## src/rtl/mult_share_arbiter.sv

```systemverilog
// Round-robin shares one signed Q1.(SIZE-1) fractional multiplier among NUM_REQ requesters; results carry the requester ID.
// Latency: a request accepted at edge E appears on out_valid after edge E+1. Throughput is one result per cycle.
// Backpressure: out_ready low freezes the result stage. The operand stage accepts one more request if empty, then req_ready drops.
module mult_share_arbiter #(
   parameter int SIZE    = 16,
   parameter int NUM_REQ = 4,
   parameter int ID_W    = $clog2(NUM_REQ)
) (
   input  logic                    clk,
   input  logic                    rst,
   input  logic [NUM_REQ-1:0]      req_valid,
   input  logic [NUM_REQ*SIZE-1:0] req_a,
   input  logic [NUM_REQ*SIZE-1:0] req_b,
   output logic [NUM_REQ-1:0]      req_ready,
   output logic                    out_valid,
   output logic [SIZE-1:0]         out_data,
   output logic [ID_W-1:0]         out_id,
   input  logic                    out_ready,
   output logic                    busy
);

   // operand stage
   logic [SIZE-1:0]         r_s1_a;
   logic [SIZE-1:0]         r_s1_b;
   logic [ID_W-1:0]         r_s1_id;
   logic                    r_s1_vld;
   // result stage
   logic                    r_out_vld;
   logic [SIZE-1:0]         r_out_data;
   logic [ID_W-1:0]         r_out_id;
   // round-robin start point: requester after the last one granted
   logic [ID_W-1:0]         r_rr_ptr;

   logic                    w_adv2;
   logic                    w_adv1;
   logic                    w_any;
   logic [ID_W-1:0]         w_gnt_id;
   logic [ID_W-1:0]         w_scan_id;
   logic [ID_W-1:0]         w_rr_next;
   logic [NUM_REQ-1:0]      w_req_ready;
   logic                    w_xfer;
   logic [SIZE-1:0]         w_a_arr [NUM_REQ];
   logic [SIZE-1:0]         w_b_arr [NUM_REQ];
   logic signed [2*SIZE-1:0] w_prod;
   logic                    w_prod_unused;

   // Unpack the per-requester operand lanes so the grant can index them directly.
   for (genvar gi = 0; gi < NUM_REQ; gi++) begin : g_lane
      assign w_a_arr[gi] = req_a[gi*SIZE +: SIZE];
      assign w_b_arr[gi] = req_b[gi*SIZE +: SIZE];
   end

   // A stage may load when its current content leaves or it is empty.
   assign w_adv2 = !r_out_vld | out_ready;
   assign w_adv1 = !r_s1_vld | w_adv2;

   // Pick the first valid requester scanning upward from r_rr_ptr, wrapping around.
   always_comb begin
      w_any     = 1'b0;
      w_gnt_id  = '0;
      w_scan_id = '0;
      for (int k = 0; k < NUM_REQ; k++) begin
         w_scan_id = ID_W'((int'(r_rr_ptr) + k) % NUM_REQ);
         if (!w_any && req_valid[w_scan_id]) begin
            w_any    = 1'b1;
            w_gnt_id = w_scan_id;
         end
      end
   end

   // Grant is one-hot when the operand stage can load. It is held off entirely during reset.
   always_comb begin
      w_req_ready = '0;
      if (w_any && w_adv1 && !rst) begin
         w_req_ready[w_gnt_id] = 1'b1;
      end
   end

   assign w_xfer    = |(req_valid & w_req_ready);
   assign w_rr_next = (w_gnt_id == ID_W'(NUM_REQ - 1)) ? '0 : w_gnt_id + 1'b1;

   // Full signed product. Keep the Q1 window p[2*SIZE-2:SIZE-1], truncating toward -inf without saturation.
   assign w_prod        = $signed(r_s1_a) * $signed(r_s1_b);
   assign w_prod_unused = ^{w_prod[2*SIZE-1], w_prod[SIZE-2:0]};

   // Pipeline and arbitration state.
   always_ff @(posedge clk) begin
      if (rst) begin
         r_s1_vld   <= 1'b0;
         r_s1_a     <= '0;
         r_s1_b     <= '0;
         r_s1_id    <= '0;
         r_out_vld  <= 1'b0;
         r_out_data <= '0;
         r_out_id   <= '0;
         r_rr_ptr   <= '0;
      end else begin
         if (w_adv2) begin
            r_out_vld <= r_s1_vld;
            if (r_s1_vld) begin
               r_out_data <= w_prod[2*SIZE-2:SIZE-1];
               r_out_id   <= r_s1_id;
            end
         end
         if (w_adv1) begin
            r_s1_vld <= w_xfer;
            if (w_xfer) begin
               r_s1_a  <= w_a_arr[w_gnt_id];
               r_s1_b  <= w_b_arr[w_gnt_id];
               r_s1_id <= w_gnt_id;
            end
         end
         if (w_xfer) begin
            r_rr_ptr <= w_rr_next;
         end
      end
   end

   assign req_ready = w_req_ready;
   assign out_valid = r_out_vld;
   assign out_data  = r_out_data;
   assign out_id    = r_out_id;
   assign busy      = r_s1_vld | r_out_vld;

endmodule

```

## config.mk

```make
export PLATFORM = sky130hd
export DESIGN_NAME = mult_share_arbiter
export DESIGN_NICKNAME = d
export VERILOG_FILES = /design/src/rtl/mult_share_arbiter.sv
export SDC_FILE = /design/constraint.sdc
export NUM_CORES = 1
export LEC_CHECK = 0
export CAP_MARGIN = 0
export CORE_ASPECT_RATIO = 1.2
export CORE_MARGIN = 2
export CORE_UTILIZATION = 55
export CTS_CLUSTER_SIZE = 12
export DETAILED_ROUTE_END_ITERATION = 8
export PLACE_DENSITY_LB_ADDON = 0.12
export SYNTH_ARGS = -nofsm -noshare
export SYNTH_HDL_FRONTEND = slang
export SYNTH_SLANG_ARGS = --single-unit
```

## constraint.sdc

```tcl
create_clock -name clk -period 12.7 [get_ports clk]
set_clock_uncertainty 0.2 [all_clocks]
set_input_delay 1.905 -clock clk [delete_from_list [all_inputs] [get_ports clk]]
set_output_delay 1.905 -clock clk [all_outputs]
set_load 0.01 [all_outputs]
```

==> reports/metrics.cfg, run 1 <==
[drt]
drc_errors = 0
drt_iter0_markers = 689
viasPerCell = 5.47
dr_total_vias = 10364

[placed_design]
dpl_cell_area_sq_um = 14200
io_buffers = 158
dp_cells = 1886

[clocking]
cts_inserted_buffers = 5
path_clk_slew_ns = 0.09
cts-resized-gates = 0
postCtsSetupBuffers = 0
cts_max_level = 2
cts_hold_buf = 0
clockBufferDepth = 2
cts_tree = done

[finish]
area_growth_pct = 14.9
layout_top_cell = nand2_1
n_fill_cell = 1956
lay_top_cells = nand2_1 (311), inv_1 (281), fa_1 (255)
stdcell_count = 1894
drive_gt1_share_pct = 1.98
nets = 2085

[critical_path]
crit_start = r_s1_b[1]
rr_worst_depth = 20
path_class = flip-flop to flip-flop
cp_data_arrival_time_ns = 6.86
slowest_stage = fa_1
cp_data_required_time_ns = 12.69
max_stage_delay_ns = 0.74
critPathCaptureType = flip-flop
critPathBufInv = 5

[yosys]
flop_cell = dfxtp_1
synthArstFlopShare_pct = 0
ys_sh_simple_pct = 23.2
top_area_share_pct = 40.9
yosys_cells = 1514
yosysWarnings = 0
edf_count = 0
synthCells = 1514
synth_area_sq_um = 12500
yosysMostFrequentCell = nand2_1
synthesis.nets = 1985
synth-adder-area-share_pct = 49.0
yosysTopAreaCell = fa_1
ys_ff = 56

[final_timing]
slew_violations = 0
worst_slack_ns = 5.84
fmax_mhz = 146
slew_headroom_pct = 19.8
worstMarginPinSlew_ns = 1.20
fin_crit_sh_pct = 54.1
fin_hold_ws_ns = 0.260
fin_crit_ns = 6.86

[run_status]
outcome = finished clean

[die]
rows = 60
dieArea_sq_um = 23900
fp.dieW_um = 142

[min_path]
worstHoldStart = r_s1_a[9]
hold_end = r_s1_a[9]
hold_path.class = flip-flop to flip-flop

[global_routing]
grt_pass1_vias = 10993
grt_pass1_wl_mm = 56.5

[run]
drv_cap = 0

run 1: metal layers:
metal  track usage (%)  wire length (um)  up-vias
li1                  -                 -     4808
met1              36.9             13500     5171
met2              55.5             17700      319
met3              3.34              1610       66
met4              11.4              1550        0
met5                 0                 0        -
run 1: area by class of cell:
type / count / area, sq um / share of cell area, %
clock buffers: 5 / 125 / 0.872
inverters: 283 / 1060 / 7.41
flip-flops and latches: 56 / 1120 / 7.82
multi-input cells: 1101 / 10000 / 69.8
repair buffers: 167 / 1640 / 11.5
well taps: 279 / 349 / 2.43
clock inverters: 3 / 26.3 / 0.183
run_1/wires.png
Only two layers are drawn.
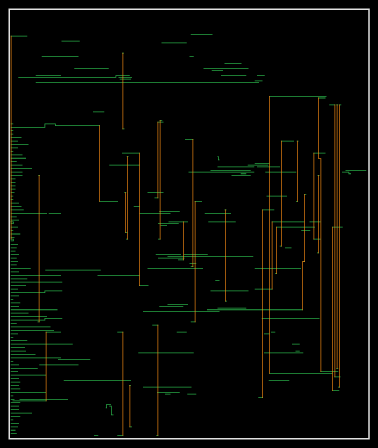
- orange: metal 4 (wire length 1550 um)
- green: metal 3 (wire length 1610 um)

run_1/congestion.png
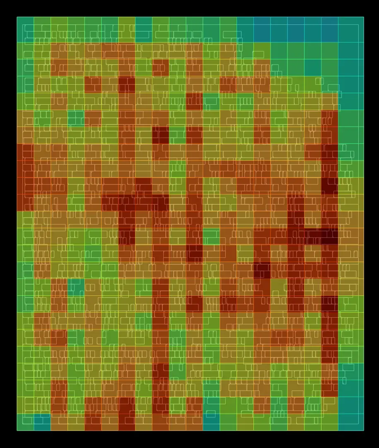
wire per inst: 18.1 um
final core utilization: 64.1%
met3 GRT Util: 3.34%

run_1/io_placement.png
Pins as bars across the die edge, other pins in gray.
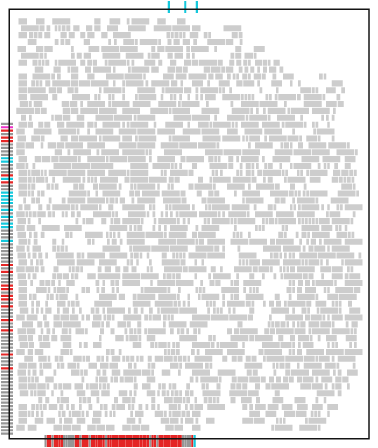
- magenta: `clk` (pins 1; direction input; edge left)
- cyan: `out_data` (pins 16; direction output; edge 12 left, 3 top, 1 bottom)
- red: `req_b` (pins 64; direction input; edge 48 bottom, 16 left)
- all pins by edge: 91 left, 65 bottom, 3 top

run_1/clk_routes.png
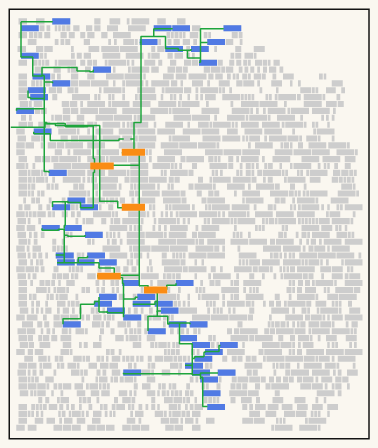

==> inputs of run 2 (changes only) <==
CORE_UTILIZATION = 53   (was 55)
clock period = 6.2 ns   (was 12.7 ns; I/O delays follow)
run_2/clk_routes.png
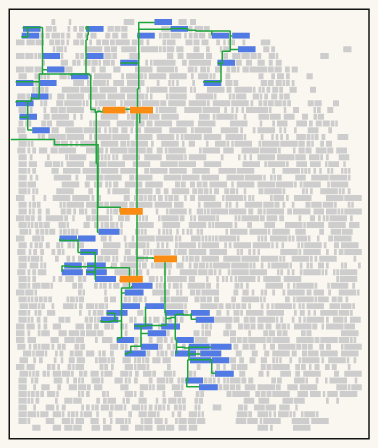
- green: clock wires (length 798 um)
- orange: clock drivers (count 5)
- blue: flip-flops (count 56)
- routed clock nets: 6

run_2/placement_by_type.png
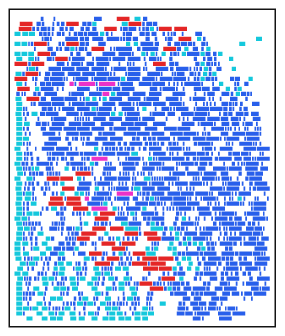
- blue: combinational and other logic (cells 1384; share of their area 75%)
- magenta: clock drivers and dummy loads (cells 8; share of their area 1.0%)
- cyan: other buffers and delay cells (cells 254; share of their area 16%)
- red: flops (cells 56; share of their area 7.9%)

run_2/congestion.png
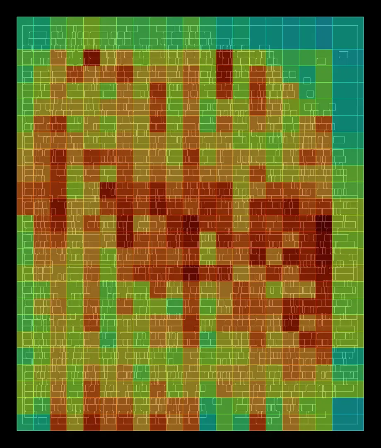
final core utilization: 66.0%
GR Util met2: 55.9%
met1 usage: 34.9%
busiest layer in global routing: met2

==> run 2 against run 1 <==
Net effect:
- register-to-register slack lost 5.7 ns
- maximum frequency grew 12%
- sequential cell count unchanged
- worst hold slack lost 0.0037 ns
- global-route usage shrank 0.16 points
- highest routed layer unchanged
==> reports/metrics.cfg, run 2 <==
[critical_path]
crit_family = adder cells
cp_max_fo = 5
path_common_cell = fa_1
critPathCaptureType = flip-flop
path_cells = and2_4, fa_2, inv_2, fa_1, inv_2, fa_1, fa_1, fa_1, fa_1, ha_4, nand4_1, or3_4, or3b_1, o221a_4, a31o_4, xnor2_2, o21ai_1
cp-endpoint = out_data[15]
timing.rr.start = r_s1_a[15]
crit_start = r_s1_a[15]
path_class = flip-flop to flip-flop
slowest_stage = fa_2
max_stage_delay_ns = 0.59
timing.rr.end = out_data[15]
cp_data_arrival_time_ns = 6.09
critPathBufInv = 2
cp_data_required_time_ns = 6.18
rr_worst_depth = 17
worst-path-stages = 17
reg2reg_slack_ns = 0.1

[finish]
signal_buffers = 254
layout_top_cell = nand2_1
lay_top_cells = nand2_1 (304), inv_1 (277), fa_1 (254)
stdcell_count = 2017
nets = 2172
diodes = 0
n_fill_cell = 1992
comb_area_sq_um = 10100
sh_seq_area_pct = 7.74
multi_input_comb_cells = 1101
drive_gt1_share_pct = 9.58
seq_cells = 56
clk_share_pct = 0.993
nClkBuffers = 5
inv_count = 283
dominant_cells = combinational gates
area_growth_pct = 22.1
comb_share_pct = 66.3
regArea_sq_um = 1180
final-nonclk-buf-share_pct = 15.4

[clocking]
cts_max_level = 2
cts_tree = done
clock_latency_ns = 0.31
cts_inserted_buffers = 5
cts_hold_buf = 0
cts_root_buf = clkbuf_16
clockBufferDepth = 2
path_clk_slew_ns = 0.09

[min_path]
hold_path.class = flip-flop to flip-flop
hold_end = r_s1_a[1]
worstHoldStart = r_s1_a[1]
min_delay_path_depth = 2

[yosys]
synthesis.nets = 1985
yosysTopAreaCell = fa_1
ys_ff = 56
edf_count = 0
common_cells = nand2_1 (311), inv_1 (282), fa_1 (255)
top_area_share_pct = 40.9
synth_area_sq_um = 12500
yosys_cells = 1514
yosysMostFrequentCell = nand2_1
yosysSeqAreaShare_pct = 8.98
flop_cell = dfxtp_1
synthCells = 1514
synthArstFlopShare_pct = 0
yosysWarnings = 0
synthTopCellsByArea = fa_1 (41%), nand2_1 (9.3%), dfxtp_1 (9.0%)
yosys_area_sq_um = 12500

[final_timing]
rsz0062_at_grt = yes
worstMarginPinSlew_ns = 1.24
worst_slack_ns = 0.0966
fin_hold_ws_ns = 0.256
tns_ns = 0
setup_viol = 0
fin_crit_ns = 6.10
fin_crit_sh_pct = 98.4
fmax_mhz = 164
slew_violations = 0
slew_headroom_pct = 17.3

[drt]
viasPerCell = 5.25
drt_iter0_markers = 542
dr_total_vias = 10598
firstDrtPassIters = 5
drc_errors = 0
wl_per_cell_um = 17.3
drtAntennaViolNets = 0
routed_wl_mm = 35.0

[die]
tapCellCount = 315
dieArea_sq_um = 24800
die_h_um = 172
initial_core_util_pct = 54.0
rows = 61
fp.dieW_um = 144
core-area_sq_um = 23100

[placed_design]
dpl_cell_area_sq_um = 14900
gp_congestion = 0.930
dp_cells = 2001
dp_slack_ns = -0.0708
io_buffers = 158

[run_status]
outcome = finished clean

[global_routing]
grt_pass1_wl_mm = 57.4
antenna_found_initial = 0
grt_max_degree = 68
grt_pass1_vias = 11340
grt_overflow_total = 0

[run]
warnings = 30
drv_cap = 0

==> run 2: netlist changes by cell type in the layout (fill, tap and decap cells not counted), sizes merged <==
cell / before / now
buf: 10 / 97
==> run 2: what timing repair did <==
item	4_1_cts	5_1_grt
buffers inserted	0	8
resized	7	60
endpoints found under the setup margin	3	12
pin swaps	0	17
gates cloned	0	0
==> run 2: logic make-up after synthesis <==
group / Yosys count / synth area share (%)
compound gates: 125 / 6.19
xor+xnor: 20 / 1.40
fa+ha+maj: 336 / 49.0
buf+inv: 357 / 10.9
flops: 56 / 8.98
mux: 5 / 0.401
simple gates: 615 / 23.2
==> run 2: per-layer routing <==
metal  GRT usage (%)  up-vias  wire, um
li1                -     4983         -
met1            34.9     5201     12900
met2            55.9      333     18500
met3            3.38       81      1700
met4            14.0        0      1860
met5               0        -         0
run_2/wires.png
Only two layers are drawn.
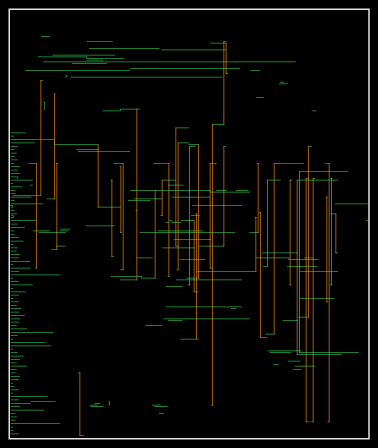

==> inputs of run 3 (changes only) <==
ABC_AREA = 1   (was default)
CORE_UTILIZATION = 54   (was 53)
run_3/wires.png
Only two layers are drawn.
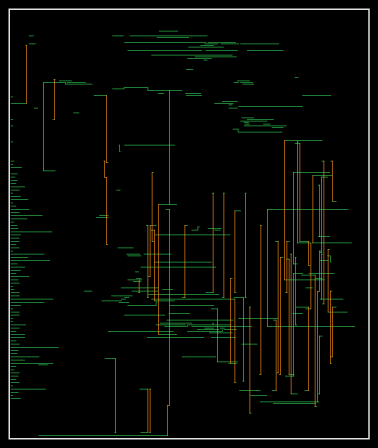
- orange: metal 4 (wire length 2010 um)
- green: metal 3 (wire length 1960 um)

run_3/io_placement.png
Pins as bars across the die edge, other pins in gray.
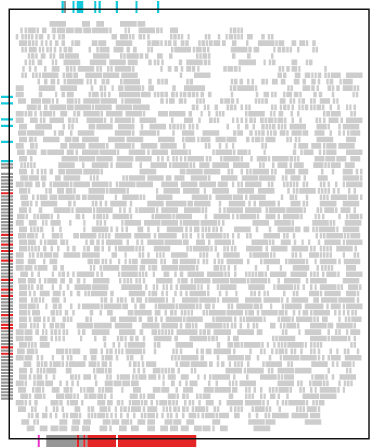
- cyan: `out_data` (pins 16; direction output; edge 10 top, 6 left)
- red: `req_b` (pins 64; direction input; edge 51 bottom, 13 left)
- magenta: `clk` (pins 1; direction input; edge bottom)

run_3/placement_by_type.png
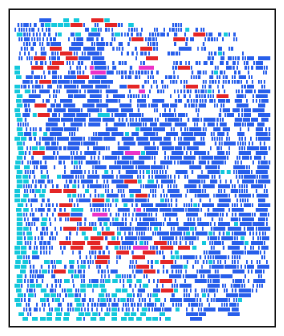
- cyan: other buffers and delay cells (cells 223; share of their area 13%)
- red: flops (cells 56; share of their area 7.2%)
- blue: combinational and other logic (cells 1833; share of their area 79%)
- magenta: clock drivers and dummy loads (cells 8; share of their area 0.96%)

==> run 3 against run 2 <==
Net effect:
- sequential share of layout area fell by 0.74 points
- non-clock buffer count fell by 31
- sequential cell count stayed put
- maximum frequency up 2.4%
- register-to-register slack better by 0.14 ns
- routed wire length increased by 14%
- area after synthesis up 13%
==> reports/metrics.cfg, run 3 <==
[run_status]
outcome = finished clean

[min_path]
min_delay_path_depth = 2
worstHoldStart = r_s1_id[0]
hold_end = r_s1_id[0]

[die]
core-area_sq_um = 25600
fp.dieW_um = 152
dieArea_sq_um = 27500
rows = 64

[run]
drv_cap = 0
warnings = 29

[finish]
fin_util_pct = 63.9
dominant_cells = combinational gates
n_fill_cell = 2397
area_growth_pct = 15.7
drive_gt1_share_pct = 7.03
nets = 2590
signal_buffers = 223
regArea_sq_um = 1150
sh_seq_area_pct = 7.00

[critical_path]
cp-endpoint = out_data[6]
timing.rr.end = out_data[6]
crit_family = adder cells
crit_start = r_s1_b[10]
cp_data_required_time_ns = 6.21
timing.rr.start = r_s1_b[10]
worst-path-stages = 22
critPathCaptureType = flip-flop
slowest_stage = fa_1
critPathBufInv = 7
max_stage_delay_ns = 0.53

[final_timing]
fin_hold_ws_ns = 0.280
rsz0062_at_grt = no
fin_crit_sh_pct = 96.2
setup_viol = 0
fmax_mhz = 168
fin_crit_ns = 5.96
tns_ns = 0

[global_routing]
use_met2_pct = 56.2
top_usage_layer = met2
antenna_found_initial = 0
globalRouteMet3Util_pct = 3.59

[clocking]
postCtsSetupBuffers = 0
cts_hold_buf = 0
clockBufferDepth = 2
cts-resized-gates = 0

[drt]
wl_per_cell_um = 16.3
dr_total_vias = 12552
wl_met2_mm = 20.6
drt_iter0_markers = 784
viasPerCell = 5.12

[placed_design]
dpl_cell_area_sq_um = 16200
dp_slack_ns = 0.146

[yosys]
top_area_share_pct = 36.1
flop_cell = dfxtp_1
synthCells = 1986
synth_area_sq_um = 14200
synthArstFlopShare_pct = 0
yosysMostFrequentCell = inv_1

==> run 3: cell types whose count changed in the layout (fill, tap and decap cells not counted), sizes merged, moves of 9 or more <==
cell / previous run / this run
and2: 121 / 0
nor2: 27 / 137
a21oi: 58 / 45
nand2: 311 / 519
inv: 283 / 560
o21ai: 18 / 58
buf: 97 / 65
o211ai: 3 / 34
nand4: 4 / 20
nand3: 111 / 76
a21o: 13 / 4
==> run 3: cell families (layout without fill, tap and decap cells) <==
group / count (synthesis) / after routing / share of synthesized area (%)
AOI/OAI and AO/OA: 157 / 157 / 7.14
xor gates and xnor gates: 14 / 14 / 0.867
adders and majority gates: 336 / 336 / 43.2
buffers and inverters: 657 / 791 / 18.4
DFF: 56 / 56 / 7.92
and+or+nand+nor: 766 / 766 / 22.4
